Figure 1. Routed clock nets over the placement (run 1).
The bar under the picture is 50 µm long.
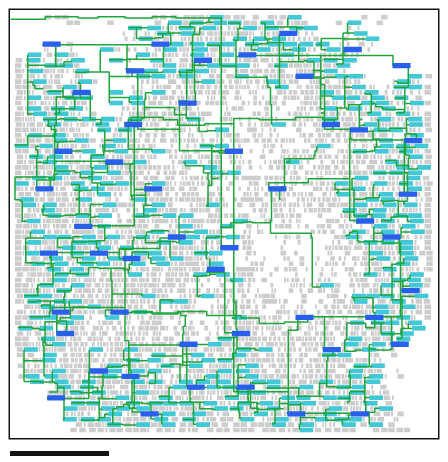
Figure 2. Register map, names as in the netlist (run 1).
Other sequential cells in the stronger gray, the rest of the logic in the fainter gray.
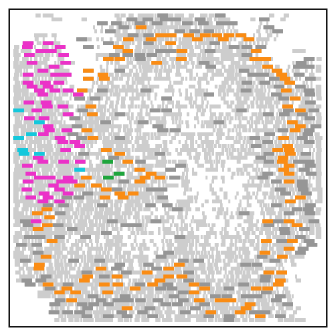
Figure 3. Clock wiring as the flow saved it (run 1).
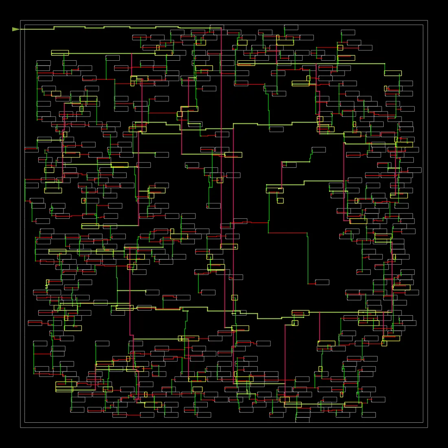
Design mul_shift_add, sky130hd; sources not shown.
==> flow_summary.yaml, run 1 <==
# synthesis and place-and-route metrics
timing:
  period_minus_slack_ns: 4.13
  rsz0062_at_grt: "false"
  slew_viol_final: 440
  timing.hold.ws_ns: 0.445
  period_used_pct: 92.9
critical_path:
  path_cells: "ha_1 -> inv_1 -> fa_1 -> nand2b_1 -> a21oi_1 -> o2111ai_1 -> nand3_1 -> o21bai_1 -> a211oi_2 -> a31oi_1 -> o21ai_1 -> a41oi_1 -> xor2_1 -> o21ai_0"
  path_class: "flop to flop"
  startpoint_type: "flop"
  arrival_ns: 4.67
  crit_fanout: 6
global_routing:
  track_usage_pct: 34.4
  grt_pass1_vias: 25300
  grt_max_degree: 222
power:
  p_seq_share_pct: 46.7
  power.leakage_nw: 11.9
  switching_share_pct: 26.5
  p_int_mw: 6.89
  ir_drop_mv: 0.324
  comb_power_share_pct: 9.5
logic_synthesis:
  most_common_cell: "nand2_1"
  postSynthCellCount: 3534
  ys_warn_count: 0
  top_cells_by_count: "nand2_1, dfxtp_1, a21oi_1"
die:
  rows: 78
  fp_util_pct: 58.5
  core-area_um2: 45100
  pin_count: 269
clock_tree:
  cts_setup_buffers: 0
  cts_buffer_depth: 3
cells_and_area:
  layout.cells.most_common: "nand2_1"
  num-nets-final: 3852
detailed_routing:
  wl_um: 82900
  vias: 26800
  ant_nets: 0
outcome:
  outcome: "complete, but fails checks"
  violations: "max-capacitance violations, max-slew violations"
flow_run:
  maxCapViolCount: 3
  warning_count: 35
worst_hold_path:
  min_path_cells: 2
place:
  port_buffers: 268
-- Figure 1 (at the start) --
legend:
  green:
    item: clock wires
    length: 6,130 µm
  cyan:
    item: flip-flops
    count: 463
  blue:
    item: clock drivers
    count: 49
routed clock nets: 50
Insertion Delay late pin: 0.62 ns
Clk power: 4.11 mW
Clock Power Share: 43.9%
clk_skew: 0.0270 ns

-- Figure 2 (at the start) --
legend:
  cyan:
    name_in_the_netlist: iters
    flops: 8
    where: middle left
  magenta:
    name_in_the_netlist: b_reg
    flops: 64
  orange:
    name_in_the_netlist: a_reg
    flops: 129
    where: all over the die
  green:
    name_in_the_netlist: state
    flops: 3
Post-Route Utilization: 67.7%
Seq power: 4.37 mW
Reg area: 9270 µm²

-- Figure 3 (at the start) --
clock buffers: 68
Num Clock Sinks: 463
CTS buffer count: 49

run 1: power groups by stage:
stage | clock, mW | combinational, mW | sequential (mW)
global placement | 0 | 0.856 | 4.45
floorplan | 0 | 0.594 | 4.43
finish | 4.11 | 0.888 | 4.37
detailed placement | 0 | 0.873 | 4.46
CTS | 4.13 | 0.881 | 4.37
global route | 4.30 | 0.970 | 4.38
run 1: worst max-delay path, delay by kind of cell (launching register included):
kind,cells,cell delay [ns]
DFF,1,0.36
adders and majority gates,2,0.60
buffers and inverters,1,0.07
AOI/OAI and AO/OA,8,2.50
xor gates and xnor gates,1,0.18
and+or+nand+nor,2,0.35
run 1: cell type report:
type,instances,area share [%]
Antenna cell,1,0.00819
Clock buffer,68,4.51
Clock inverter,23,0.664
Inverter,54,0.664
Multi-Input combinational cell,2726,51.7
Sequential cell,463,30.3
Tap cell,600,2.46
Timing Repair Buffer,297,9.69
run 1: kinds of logic after synthesis:
kind of cell             share of synthesized area [%]
multiplexers                                     0.228
AND-OR/OR-AND                                     25.6
adder cells (fa/ha/maj)                           6.20
flip-flops                                        35.1
XOR/XNOR                                          3.99
AND/OR/NAND/NOR                                   23.8
buffers and inverters                             5.07
run 1: through the flow:
stage | instance area (µm²) | worst slack [ns] | std cells
final | 30500 | 0.316 | 4232
after global routing | 30500 | 0.107 | 4232
after CTS | 30600 | 0.140 | 4230
after detailed placement | 29000 | 0.207 | 4139
after global placement | 29000 | 0.268 | 4139
after floorplan | 26400 | 1.24 | 3534
run 1: metal layers:
layer	track usage [%]	up-vias	part of all wire [%]
li1	-	12700	-
met1	44.8	12600	41
met2	55.8	1244	46
met3	6.62	238	8.5
met4	14.2	2	4.4
met5	0	-	0.016
==> run 1 -> run 2 <==
--- a/config.mk
+++ b/config.mk
@@ -11,6 +11,7 @@
 export DETAILED_ROUTE_END_ITERATION = 10
 export PLACE_DENSITY = 0.92
 export RECOVER_POWER = 100
+export SETUP_SLACK_MARGIN = 0.02
 export SYNTH_ARGS = -nofsm -noshare
 export SYNTH_HDL_FRONTEND = slang
 export SYNTH_SLANG_ARGS = --single-unit
Figure 4. Register map, names as in the netlist (run 2).
Other sequential cells in the stronger gray, the rest of the logic in the fainter gray.
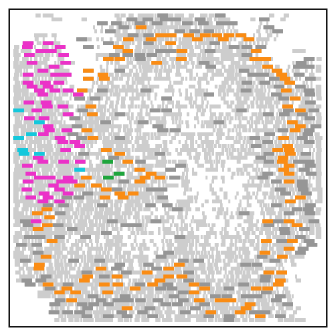
legend:
  green:
    name_in_the_netlist: state
    flops: 3
  orange:
    name_in_the_netlist: a_reg
    flops: 129
    where: all over the die
  cyan:
    name_in_the_netlist: iters
    flops: 8
    where: middle left
  magenta:
    name_in_the_netlist: b_reg
    flops: 64
not colored: 259
Seq/total area: 30.3%

Figure 5. Metal layers overlaid (run 2).
The bar under the picture is 50 µm long.
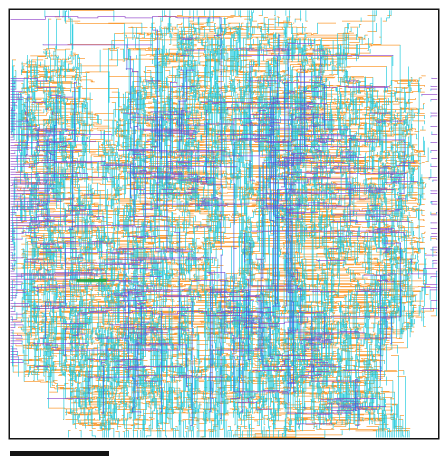
legend:
  orange:
    layer: metal 1
    wire_length: 34.2 mm
  purple:
    layer: metal 3
    wire_length: 7,040 µm
  blue:
    layer: metal 4
    wire_length: 3,610 µm
  green:
    layer: metal 5
    wire_length: 13.8 µm
  cyan:
    layer: metal 2
    wire_length: 38.1 mm
WL final: 82,900 µm
detailed-route via count: 26,800
per-cell routed wire length: 19.6 µm
GRT Overall Usage: 34.4%

==> flow_summary.yaml, run 2 <==
# synthesis and place-and-route metrics
clock_tree:
  cts_buffer_depth: 3
  cts_sinks: 463
  clock.latency.late_pin_ns: 0.62
  h-tree-depth: 2
power:
  power.leakage_nw: 11.9
  comb_power_share_pct: 9.5
  ir_drop_mv: 0.324
  clock_net_power_mw: 4.11
  switching_share_pct: 26.5
  p_seq_share_pct: 46.7
  pwr-share-clk_pct: 43.9
  powerSeq_mw: 4.37
  p_int_mw: 6.89
  maxPowerGroup: "registers"
logic_synthesis:
  area_leaders: "dfxtp_1, nand2_1, a21oi_1"
  postSynthCellCount: 3534
  top_cells_by_count: "nand2_1, dfxtp_1, a21oi_1"
  ys_warn_count: 0
  most_common_cell: "nand2_1"
outcome:
  outcome: "complete, but fails checks"
  violations: "max-capacitance violations, max-slew violations"
global_routing:
  grt_max_degree: 222
  grt_pass1_wl_um: 133000
  grt_pass1_vias: 25300
critical_path:
  cp.depth: 14
  arrival_ns: 4.67
  worst-path-buf-inv: 1
  path_cells: "ha_1 -> inv_1 -> fa_1 -> nand2b_1 -> a21oi_1 -> o2111ai_1 -> nand3_1 -> o21bai_1 -> a211oi_2 -> a31oi_1 -> o21ai_1 -> a41oi_1 -> xor2_1 -> o21ai_0"
  startpoint_type: "flop"
  cp_slowest_cell: "o21ai_1"
  crit_fanout: 6
  critPathTopFamily: "AND-OR/OR-AND gates"
  path_class: "flop to flop"
detailed_routing:
  remaining_drc_errors: 0
  ant_nets: 0
die:
  die_h_um: 217
  rows: 78
  core-area_um2: 45100
  pin_count: 269
  fp_util_pct: 58.5
flow_run:
  maxCapViolCount: 3
  warning_count: 35
place:
  port_buffers: 268
cells_and_area:
  num-nets-final: 3852
  layout.cells.most_common: "nand2_1"
  lay_top_cells: "nand2_1, dfxtp_1, a21oi_1"
  post-route-util_pct: 67.7
timing:
  rsz0062_at_grt: "false"
  period_used_pct: 92.9
  slew_viol_final: 440
  period_minus_slack_ns: 4.13
  fin_skew_ns: 0.0270
  fmaxAchievable_mhz: 242
worst_hold_path:
  min_path_cells: 2
[run 2: cell counts after synthesis]
No cell type changed its count.
[run 2: layer usage]
metal	GRT usage [%]	vias up	share of wire, %
met1	44.8	12600	41
met5	0	-	0.016
met3	6.62	238	8.5
met2	55.8	1244	46
li1	-	12700	-
met4	14.2	2	4.4
[run 2: final cells by class]
cell class	instances	area [µm²]
diodes	1	2.50
repair buffers	297	2960
flip-flops and latches	463	9270
inverters	54	203
multi-input cells	2726	15800
well taps	600	751
clock buffers	68	1380
clock inverters	23	203
fillers	3730	14500
[run 2: kinds of logic after synthesis]
family / after synthesis / share of synthesized area, %
AOI/OAI and AO/OA: 1045 / 25.6
xor gates and xnor gates: 120 / 3.99
adders and majority gates: 130 / 6.20
buffers and inverters: 345 / 5.07
DFF: 463 / 35.1
muxes: 6 / 0.228
and+or+nand+nor: 1425 / 23.8
[run 2: repair_timing]
item                                    4_1_cts  5_1_grt
endpoints found under the setup margin        0        2
gates resized                                 0        1
buffers inserted                              0        0
[run 2: worst register-to-register path: stages, from the launching register on]
cell       delay (ns)
dfxtp_1          0.36
ha_1             0.21
inv_1            0.07
fa_1             0.39
nand2b_1         0.17
a21oi_1          0.24
o2111ai_1        0.19
nand3_1          0.18
o21bai_1         0.19
a211oi_2         0.52
a31oi_1          0.41
o21ai_1          0.56
a41oi_1          0.22
xor2_1           0.18
o21ai_0          0.18
[run 2: through the flow]
stage	hold slack, ns	instances	worst slack [ns]	area (µm²)	total power [mW]
after floorplan	0.434	3534	1.24	26400	5.02
after global placement	0.438	4139	0.268	29000	5.31
after detailed placement	0.443	4139	0.207	29000	5.33
after CTS	0.452	4230	0.140	30600	9.38
after global routing	0.462	4232	0.107	30500	9.66
final	0.445	4232	0.316	30500	9.37
Power and IR drop assume default switching activity.
